`config.mk`:
```
export PLATFORM = sky130hd
export DESIGN_NAME = stream_dispatch
export DESIGN_NICKNAME = d
export VERILOG_FILES = /design/src/rtl/dispatch_pkg.sv /design/src/rtl/find_first.sv /design/src/rtl/stream_dispatch.sv
export SDC_FILE = /design/constraint.sdc
export NUM_CORES = 1
export LEC_CHECK = 0
export CAP_MARGIN = 20
export CORE_ASPECT_RATIO = 1.75
export CORE_MARGIN = 1
export CORE_UTILIZATION = 52
export DETAILED_ROUTE_END_ITERATION = 7
export DONT_BUFFER_PORTS = 1
export GPL_TIMING_DRIVEN = 1
export PLACE_DENSITY_LB_ADDON = 0.2
export SLEW_MARGIN = 0
export SYNTH_ARGS = -nofsm -noshare
export SYNTH_HDL_FRONTEND = slang
export SYNTH_HIERARCHICAL = 1
export SYNTH_SLANG_ARGS = --single-unit
```
`constraint.sdc`:
```
create_clock -name clk -period 6.6 [get_ports clk]
set_clock_uncertainty 0.2 [all_clocks]
set_input_delay 1.65 -clock clk [delete_from_list [all_inputs] [get_ports clk]]
set_output_delay 1.65 -clock clk [all_outputs]
set_load 0.01 [all_outputs]
```
`src/rtl/dispatch_pkg.sv`:
```
// Shared constants for the stream dispatcher: lane-selection policy codes.
package dispatch_pkg;
  localparam int POLICY_FIXED = 0;
  localparam int POLICY_RR    = 1;
endpackage

```
`src/rtl/find_first.sv`:
```
// Returns the data word of the first valid entry, scanning from index 0
// (REVERSE=0) or from N-1 (REVERSE=1).
module find_first #(
  parameter int N       = 4,
  parameter int DATAW   = 8,
  parameter int REVERSE = 0
) (
  input  logic [N*DATAW-1:0] data_i,
  input  logic [N-1:0]       valid_i,
  output logic [DATAW-1:0]   data_o,
  output logic               valid_o
);

  // The last match written wins, so the loop runs opposite to the priority order.
  always_comb begin
    data_o  = '0;
    valid_o = 1'b0;
    if (REVERSE != 0) begin
      for (int i = 0; i < N; i++) begin
        if (valid_i[i]) begin
          data_o  = data_i[i*DATAW +: DATAW];
          valid_o = 1'b1;
        end
      end
    end else begin
      for (int i = N - 1; i >= 0; i--) begin
        if (valid_i[i]) begin
          data_o  = data_i[i*DATAW +: DATAW];
          valid_o = 1'b1;
        end
      end
    end
  end

endmodule

```
`src/rtl/stream_dispatch.sv`:
```
// Single-input, N-output dispatcher: each accepted beat is registered into one
// free output lane chosen by fixed priority or round-robin.
module stream_dispatch
  import dispatch_pkg::*;
#(
  parameter int N       = 4,
  parameter int DATAW   = 8,
  parameter int REVERSE = 0,
  parameter int POLICY  = POLICY_FIXED,
  localparam int LOGN   = $clog2(N)
) (
  input  logic               clk,
  input  logic               rst,
  input  logic [DATAW-1:0]   in_data_i,
  input  logic               in_valid_i,
  output logic               in_ready_o,
  output logic [N*DATAW-1:0] out_data_o,
  output logic [N-1:0]       out_valid_o,
  input  logic [N-1:0]       out_ready_i,
  output logic               grant_valid_o,
  output logic [LOGN-1:0]    grant_idx_o
);

  typedef logic [LOGN-1:0] lane_idx_t;

  localparam logic [LOGN:0] N_EXT  = (LOGN+1)'(N);
  localparam int            FF_REV = (POLICY == POLICY_RR) ? 0 : REVERSE;

  // (a + b) mod N for a, b < N; handles non-power-of-2 N.
  function automatic lane_idx_t wrap_add(input lane_idx_t a, input lane_idx_t b);
    logic [LOGN:0] sum;
    sum = {1'b0, a} + {1'b0, b};
    if (sum >= N_EXT) sum = sum - N_EXT;
    return sum[LOGN-1:0];
  endfunction

  logic [N-1:0]      free;
  logic [N-1:0]      search_free;
  logic [N*LOGN-1:0] lane_ids;
  lane_idx_t         found;
  logic              found_valid;
  lane_idx_t         chosen;
  logic              accept;
  logic              grant_valid_reg;
  lane_idx_t         grant_idx_reg;

  assign free = ~out_valid_o | out_ready_i;

  for (genvar gi = 0; gi < N; gi++) begin : g_ids
    assign lane_ids[gi*LOGN +: LOGN] = LOGN'(gi);
  end

  if (POLICY == POLICY_RR) begin : g_rr
    lane_idx_t ptr_reg;

    // Rotate free so position 0 is the lane at ptr, then map the hit back.
    for (genvar gi = 0; gi < N; gi++) begin : g_rot
      assign search_free[gi] = free[wrap_add(ptr_reg, LOGN'(gi))];
    end
    assign chosen = wrap_add(ptr_reg, found);

    always_ff @(posedge clk or posedge rst) begin
      if (rst) begin
        ptr_reg <= '0;
      end else if (accept) begin
        ptr_reg <= wrap_add(chosen, LOGN'(1));
      end
    end
  end else begin : g_fixed
    assign search_free = free;
    assign chosen      = found;
  end

  find_first #(
    .N      (N),
    .DATAW  (LOGN),
    .REVERSE(FF_REV)
  ) u_find_first (
    .data_i (lane_ids),
    .valid_i(search_free),
    .data_o (found),
    .valid_o(found_valid)
  );

  // found_valid is exactly |free, so it doubles as the input ready.
  assign in_ready_o = found_valid;
  assign accept     = in_valid_i & found_valid;

  for (genvar gi = 0; gi < N; gi++) begin : g_lane
    logic             valid_reg;
    logic [DATAW-1:0] data_reg;

    always_ff @(posedge clk or posedge rst) begin
      if (rst) begin
        valid_reg <= 1'b0;
        data_reg  <= '0;
      end else if (accept && (chosen == LOGN'(gi))) begin
        valid_reg <= 1'b1;
        data_reg  <= in_data_i;
      end else if (valid_reg && out_ready_i[gi]) begin
        valid_reg <= 1'b0;
      end
    end

    assign out_valid_o[gi]                 = valid_reg;
    assign out_data_o[gi*DATAW +: DATAW]   = data_reg;
  end

  always_ff @(posedge clk or posedge rst) begin
    if (rst) begin
      grant_valid_reg <= 1'b0;
      grant_idx_reg   <= '0;
    end else begin
      grant_valid_reg <= accept;
      if (accept) grant_idx_reg <= chosen;
    end
  end

  assign grant_valid_o = grant_valid_reg;
  assign grant_idx_o   = grant_idx_reg;

endmodule

```
run_1/met2.png
Bar = 10 µm.
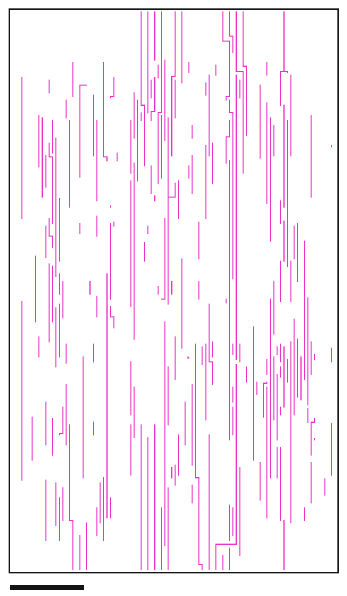
wire length on this layer = 1610 µm
nets with wire on the layer = 116
share of all routed wire = 55%
main direction = vertical
longest straight run = 38.4 µm
met2 Usage GRT: 0.3029
vias: 868
WL final: 2944 µm

run_1/metal_stack.png
Only two layers are drawn.
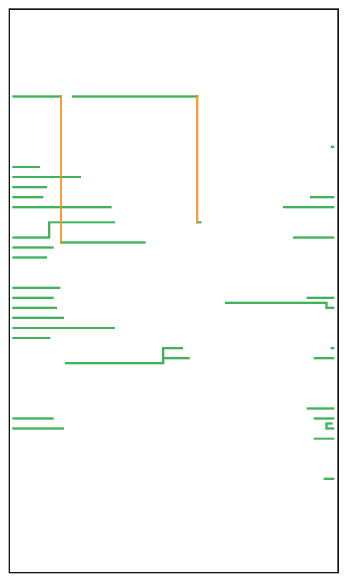
met4 -> orange  # wire length 36.7 µm
met3 -> green  # wire length 218 µm
per-cell routed wire length: 18.63 µm
Total GRT Usage: 0.1877

==> summary.txt, run 1 <==
run results: met3 wire length=217 µm, Setup TNS=0 ns, Area Overhead vs Synth=8.699%, Port-buffer cells=0, R2R depth=5, RSZ-0062 raised after global routing=false, Worst Tran Pin Value=0.7120 ns, DP Area=1667 µm², Highest Signal Layer=met4, largest net degree at the start of global routing=40, CP Capture Point=in_ready_o, 1st-iter DRT viols=12, post-CTS resize count=0, initial antenna violation count=0, Simple Share, Synth=0.08930, DP Cell Count=150, P_int=0.0004502 W, crit path max fanout=8, synthesis area per yosys=1625 µm², final worst-path cycle share=0.6712, Slew HR=0.5253, Critical R2R Capture=g_lane[3].data_reg[2], main flop type=dfrtp_1, CP max stage delay=0.69 ns, Hold Path Depth=1, slowest CP cell=or4_1, status=complete, but fails checks, combinational share of power=0.138, violated checks=DRC, most numerous logic cells after layout=39 x dfrtp_1, 26 x mux2_2, 8 x mux2_4, 8 x conb_1, 7 x clkbuf_8, Post-Synth XOR/XNOR Area=0, Post-Syn Area=1625 µm², # DRC=2, worst r2r src=g_lane[0].valid_reg, FP Util=0.5490, Startpoint Class=input pin
run_1/registers.png
Other sequential cells in the stronger grey, the rest of the logic in the fainter grey.
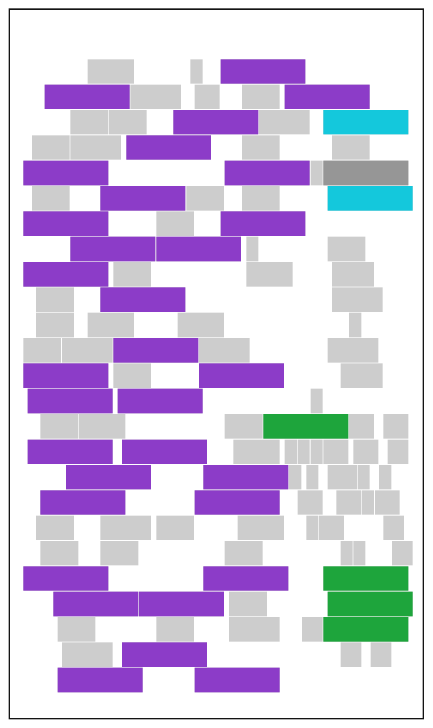
`g_lane.valid_reg` -> green  # flops 4, where lower right
`grant_idx_o` -> cyan  # flops 2
`g_lane.data_reg` -> purple  # flops 32
not coloured = 1
FF+latch area: 975.9 µm²
seq pwr: 0.000369 W

==> run 1: Yosys cell counts, types with 2 or more instances <==
master,count
a211oi_1,3
buf_4,4
conb_1,2
dfrtp_1,39
inv_1,3
mux2_2,26
mux2_4,8
nand2_1,4
nand2b_1,5
nand3b_1,2
nand4b_2,2
nor3b_1,2
==> run 1: final cells by class <==
type	count	area, µm²	share of cell area
Tap cell	42	52.55	0.02975
Sequential cell	39	975.9	0.5524
Timing Repair Buffer	1	7.507	0.004249
Multi-Input combinational cell	65	619.3	0.3506
Inverter	3	11.26	0.006374
Clock buffer	8	100.1	0.05666
==> run 1: logic make-up after synthesis <==
logic type	after synthesis
AND/OR/NAND/NOR	19
multiplexers	34
other	2
flip-flops	39
AND-OR/OR-AND	4
buffers and inverters	8
==> run 2, diff against run 1 <==
Clock period 6.6 ns to 3.7 ns, I/O delays scaled along.
run_2/final_placement.png
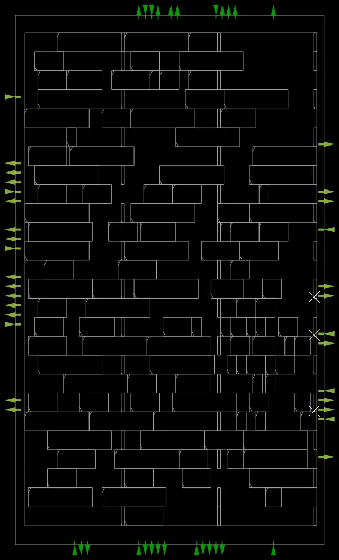
Finished Layout Cells: 157
Rows: 26

run_2/port_nets.png
Bar = 10 µm.
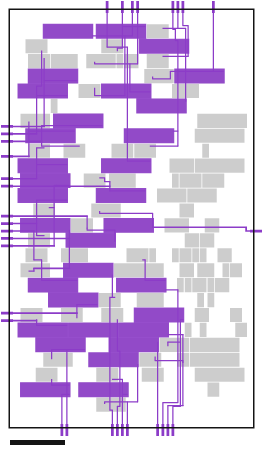
`out_data_o` -> purple  # direction output, end cells 32, buffers 0, wire 718 µm
num ports: 55
Port-buffer cells: 0

==> summary.txt, run 2 <==
run results: status=complete, but fails checks, violated checks=DRC, met3 wire length=217 µm (unchanged), slowest CP cell=or4_1, Highest Signal Layer=met4, Startpoint Class=input pin, Worst Tran Pin Value=0.6649 ns (-0.04709 ns), R2R depth=5 (unchanged), per-cell routed wire length=18.41 µm (-1.2%), CP Capture Point=in_ready_o, most numerous logic cells after layout=39 x dfrtp_1, 26 x mux2_2, 8 x mux2_4, 8 x conb_1, FF+latch area=975.9 µm² (unchanged), num tapcells=42 (unchanged), largest class=registers, 1st-iter DRT viols=19 (+7), Simple Share, Synth=0.08930 (unchanged), largest net degree at the start of global routing=40 (unchanged), # DRC=3 (+1), Area Overhead vs Synth=7.468%, Hold Path Depth=1 (unchanged), met2 Usage GRT=0.3162 (+0.01324), Non-clk invs=3 (unchanged), WL final=2891 µm (-1.8%), Post-Syn Area=1625 µm² (unchanged), final worst-path cycle share=0.8049
## run 2: cell counts after synthesis
Identical to the previous run, type by type.
## run 2: stage by stage
stage	utilization	worst slack, ns	instances	total power, W	area (µm²)
3_5_place_dp	0.5655	0.5980	151	0.0008260	1674
6_report	0.5900	0.7219	157	0.001069	1747
2_1_floorplan	-	0.8059	112	0.0007853	1648
5_1_grt	0.5900	0.6761	157	0.001122	1747
3_3_place_gp	0.5655	0.6382	151	0.0008162	1674
4_1_cts	0.5900	0.7154	157	0.001084	1747
## run 2: power breakdown
| group | internal [W] | switching [W] | leakage (nW) | total [W] |
|---|---|---|---|---|
| Sequential | 0.000533 | 0.000126 | 0.465 | 0.000659 |
| Combinational | 0.000102 | 0.0000539 | 0.283 | 0.000156 |
| Clock | 0.000125 | 0.000129 | 0.0371 | 0.000255 |
Power and IR drop assume default switching activity.
